File: src/rtl/core_pkg.sv
// rtl/core_pkg.sv - shared widths, writeback request type and grant encoding
package core_pkg;

  localparam int XLEN   = 64;
  localparam int REG_AW = 5;

  typedef logic [REG_AW-1:0] reg_addr_t;
  typedef logic [XLEN-1:0]   xlen_t;

  // One pending register-file write: destination and value.
  typedef struct packed {
    reg_addr_t rd;
    xlen_t     data;
  } wb_req_t;

  // Which source won the most recent arbitration.
  typedef enum logic {
    GRANT_ALU = 1'b0,
    GRANT_LSU = 1'b1
  } grant_e;

endpackage

File: src/rtl/wb_slot.sv
// rtl/wb_slot.sv - one-entry holding slot for a single writeback source
module wb_slot
  import core_pkg::*;
(
  input  logic    clk,
  input  logic    rst,
  input  logic    in_valid,
  output logic    in_ready,
  input  wb_req_t in_req,
  input  logic    grant,
  output logic    slot_valid,
  output wb_req_t slot_req
);

  logic    valid_d, valid_q;
  wb_req_t req_d, req_q;

  // The slot can accept when empty or when it drains this cycle, giving one result per cycle.
  assign in_ready   = !valid_q || grant;
  assign slot_valid = valid_q;
  assign slot_req   = req_q;

  // Load on transfer (a refill wins over the drain), otherwise clear when granted.
  always_comb begin
    valid_d = valid_q;
    req_d   = req_q;
    if (in_valid && in_ready) begin
      valid_d = 1'b1;
      req_d   = in_req;
    end else if (grant) begin
      valid_d = 1'b0;
    end
  end

  // Slot state register; reset discards any held result.
  always_ff @(posedge clk or negedge rst) begin
    if (!rst) begin
      valid_q <= 1'b0;
      req_q   <= '0;
    end else begin
      valid_q <= valid_d;
      req_q   <= req_d;
    end
  end

endmodule

File: src/rtl/writeback_unit.sv
// rtl/writeback_unit.sv - ALU/LSU writeback arbiter with registered RF write port (optional WB_BYPASS_EN forwarding)
module writeback_unit
  import core_pkg::*;
(
  input  logic              clk,
  input  logic              rst,
  input  logic              alu_valid,
  output logic              alu_ready,
  input  logic [REG_AW-1:0] alu_rd,
  input  logic [XLEN-1:0]   alu_data,
  input  logic              lsu_valid,
  output logic              lsu_ready,
  input  logic [REG_AW-1:0] lsu_rd,
  input  logic [XLEN-1:0]   lsu_data,
  output logic              we,
  output logic [REG_AW-1:0] wr_addr,
  output logic [XLEN-1:0]   wr_data,
  input  logic [REG_AW-1:0] rd_addr_0,
  input  logic [REG_AW-1:0] rd_addr_1,
  input  logic [XLEN-1:0]   rf_rd_data_0,
  input  logic [XLEN-1:0]   rf_rd_data_1,
  output logic [XLEN-1:0]   rd_data_0,
  output logic [XLEN-1:0]   rd_data_1,
  output logic              busy
);

  logic    alu_slot_valid, lsu_slot_valid;
  wb_req_t alu_slot_req, lsu_slot_req;
  wb_req_t alu_in_req, lsu_in_req;
  logic    grant_alu, grant_lsu;

  logic      we_d, we_q;
  reg_addr_t wr_addr_d, wr_addr_q;
  xlen_t     wr_data_d, wr_data_q;
  grant_e    last_grant_d, last_grant_q;

  assign alu_in_req = '{rd: alu_rd, data: alu_data};
  assign lsu_in_req = '{rd: lsu_rd, data: lsu_data};

  wb_slot u_alu_slot (
    .clk        (clk),
    .rst        (rst),
    .in_valid   (alu_valid),
    .in_ready   (alu_ready),
    .in_req     (alu_in_req),
    .grant      (grant_alu),
    .slot_valid (alu_slot_valid),
    .slot_req   (alu_slot_req)
  );

  wb_slot u_lsu_slot (
    .clk        (clk),
    .rst        (rst),
    .in_valid   (lsu_valid),
    .in_ready   (lsu_ready),
    .in_req     (lsu_in_req),
    .grant      (grant_lsu),
    .slot_valid (lsu_slot_valid),
    .slot_req   (lsu_slot_req)
  );

  // Round-robin between the two slots: on contention the source not granted last wins.
  always_comb begin
    grant_alu = alu_slot_valid && (!lsu_slot_valid || (last_grant_q == GRANT_LSU));
    grant_lsu = lsu_slot_valid && !grant_alu;
  end

  // Next write-port values: x0 targets are drained without raising we; idle cycles hold addr/data.
  always_comb begin
    we_d         = 1'b0;
    wr_addr_d    = wr_addr_q;
    wr_data_d    = wr_data_q;
    last_grant_d = last_grant_q;
    if (grant_alu) begin
      we_d         = (alu_slot_req.rd != '0);
      wr_addr_d    = alu_slot_req.rd;
      wr_data_d    = alu_slot_req.data;
      last_grant_d = GRANT_ALU;
    end else if (grant_lsu) begin
      we_d         = (lsu_slot_req.rd != '0);
      wr_addr_d    = lsu_slot_req.rd;
      wr_data_d    = lsu_slot_req.data;
      last_grant_d = GRANT_LSU;
    end
  end

  // Registered write port; last_grant resets to LSU so the ALU wins the first contention.
  always_ff @(posedge clk or negedge rst) begin
    if (!rst) begin
      we_q         <= 1'b0;
      wr_addr_q    <= '0;
      wr_data_q    <= '0;
      last_grant_q <= GRANT_LSU;
    end else begin
      we_q         <= we_d;
      wr_addr_q    <= wr_addr_d;
      wr_data_q    <= wr_data_d;
      last_grant_q <= last_grant_d;
    end
  end

  assign we      = we_q;
  assign wr_addr = wr_addr_q;
  assign wr_data = wr_data_q;
  assign busy    = alu_slot_valid || lsu_slot_valid || we_q;

`ifdef WB_BYPASS_EN
  // Forward the in-flight write to decode; x0 is never forwarded.
  always_comb begin
    rd_data_0 = rf_rd_data_0;
    rd_data_1 = rf_rd_data_1;
    if (we_q && (wr_addr_q == rd_addr_0) && (rd_addr_0 != '0)) rd_data_0 = wr_data_q;
    if (we_q && (wr_addr_q == rd_addr_1) && (rd_addr_1 != '0)) rd_data_1 = wr_data_q;
  end
`else
  logic unused_rd_addr;
  assign unused_rd_addr = ^{rd_addr_0, rd_addr_1};

  // No forwarding: decode sees register-file data and resolves hazards itself.
  always_comb begin
    rd_data_0 = rf_rd_data_0;
    rd_data_1 = rf_rd_data_1;
  end
`endif

endmodule

File: config.mk
export PLATFORM = sky130hd
export DESIGN_NAME = writeback_unit
export DESIGN_NICKNAME = d
export VERILOG_FILES = /design/src/rtl/core_pkg.sv /design/src/rtl/wb_slot.sv /design/src/rtl/writeback_unit.sv
export SDC_FILE = /design/constraint.sdc
export NUM_CORES = 1
export LEC_CHECK = 0
export CORE_UTILIZATION = 26
export CTS_BUF_LIST = sky130_fd_sc_hd__clkbuf_4 sky130_fd_sc_hd__clkbuf_8
export CTS_CLUSTER_SIZE = 24
export DETAILED_ROUTE_END_ITERATION = 7
export HOLD_SLACK_MARGIN = 0.03
export SYNTH_ARGS = -nofsm -noshare
export SYNTH_HDL_FRONTEND = slang
export SYNTH_SLANG_ARGS = --single-unit
File: constraint.sdc
create_clock -name clk -period 2.4 [get_ports clk]
set_clock_uncertainty 0.2 [all_clocks]
set_input_delay 0.48 -clock clk [delete_from_list [all_inputs] [get_ports clk]]
set_output_delay 0.48 -clock clk [all_outputs]
set_load 0.01 [all_outputs]
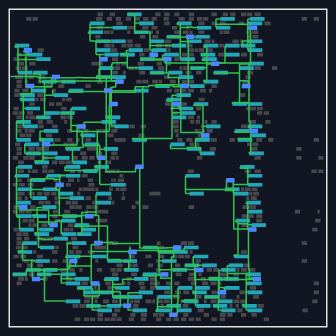
clk_routes.png
Key: clock drivers = blue [count 39]; clock wires = green [length 3320 µm]; flip-flops = cyan [count 211]
Position of the flops: spread over the die. There are 40 routed clock nets.

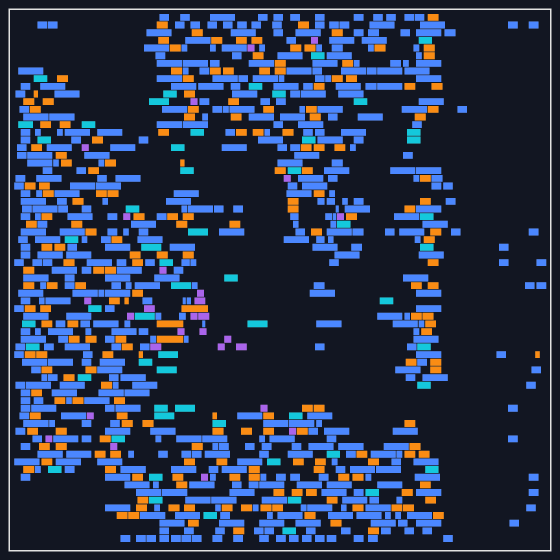
sizes.png
Key: _3 and _4 cells = purple [cells 27, share 3.4%]; _0 and _1 cells = blue [cells 516, share 64%]; _6 and larger = cyan [cells 56, share 7.0%]; _2 cells = orange [cells 206, share 26%]

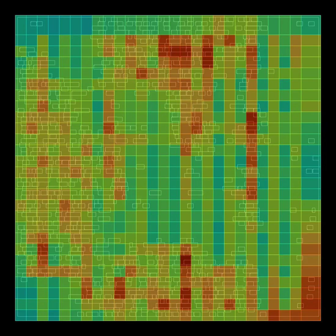
congestion.png
total global routing track utilization: 0.170
met2 Use GR: 0.281
Core Util, Final: 0.336
met3 usage: 0.103

==> ci_impl_report.md <==
## Synthesis and layout report

| Metric | Value |
|---|---|
| Yosys top cell by area | `dfrtp_1` |
| GP Congestion | `0.704` |
| MI comb area | `0.00292 mm²` |
| Placed cell count | `1203` |
| Sequential cell area share | `0.443` |
| Chip area in the Yosys report | `0.00935 mm²` |
| Commonest Layout Cell | `clkdlybuf4s50_1` |
| Max stage delay on crit path | `560 ps` |
| Fmax | `440 MHz` |
| Adder Share, Synth | `0` |
| Hold Crit Class | `in2async` |
| Synth async-reset ratio | `1.00` |
| Port Buf Inserts | `214` |
| Cells after Synth | `681` |
| Initial drt markers | `226` |
| Count of tool warnings | `36` |
| Vias in the first global route | `6519` |
| Pin count of the biggest net entering global routing | `62` |
| Status | `completed` |
| Die X | `192 µm` |
| Worst slew pin tran | `499 ps` |
| Number of logic gates | `297` |
| EDFF count, synth | `0` |
| P per Cell Area | `1120 mW/mm²` |
| Mapped Area | `0.00935 mm²` |
| # Cells Yosys | `681` |
| WS Path Type | `reg2out` |
| Final min period | `2270 ps` |
| Die H | `192 µm` |
| Simple share | `0.0548` |
| Leakage | `4.72 nW` |
| Well Taps | `461` |
| Clock power frac | `0.252` |
| Flop count | `211` |
Power is estimated from default activity; no workload was simulated.
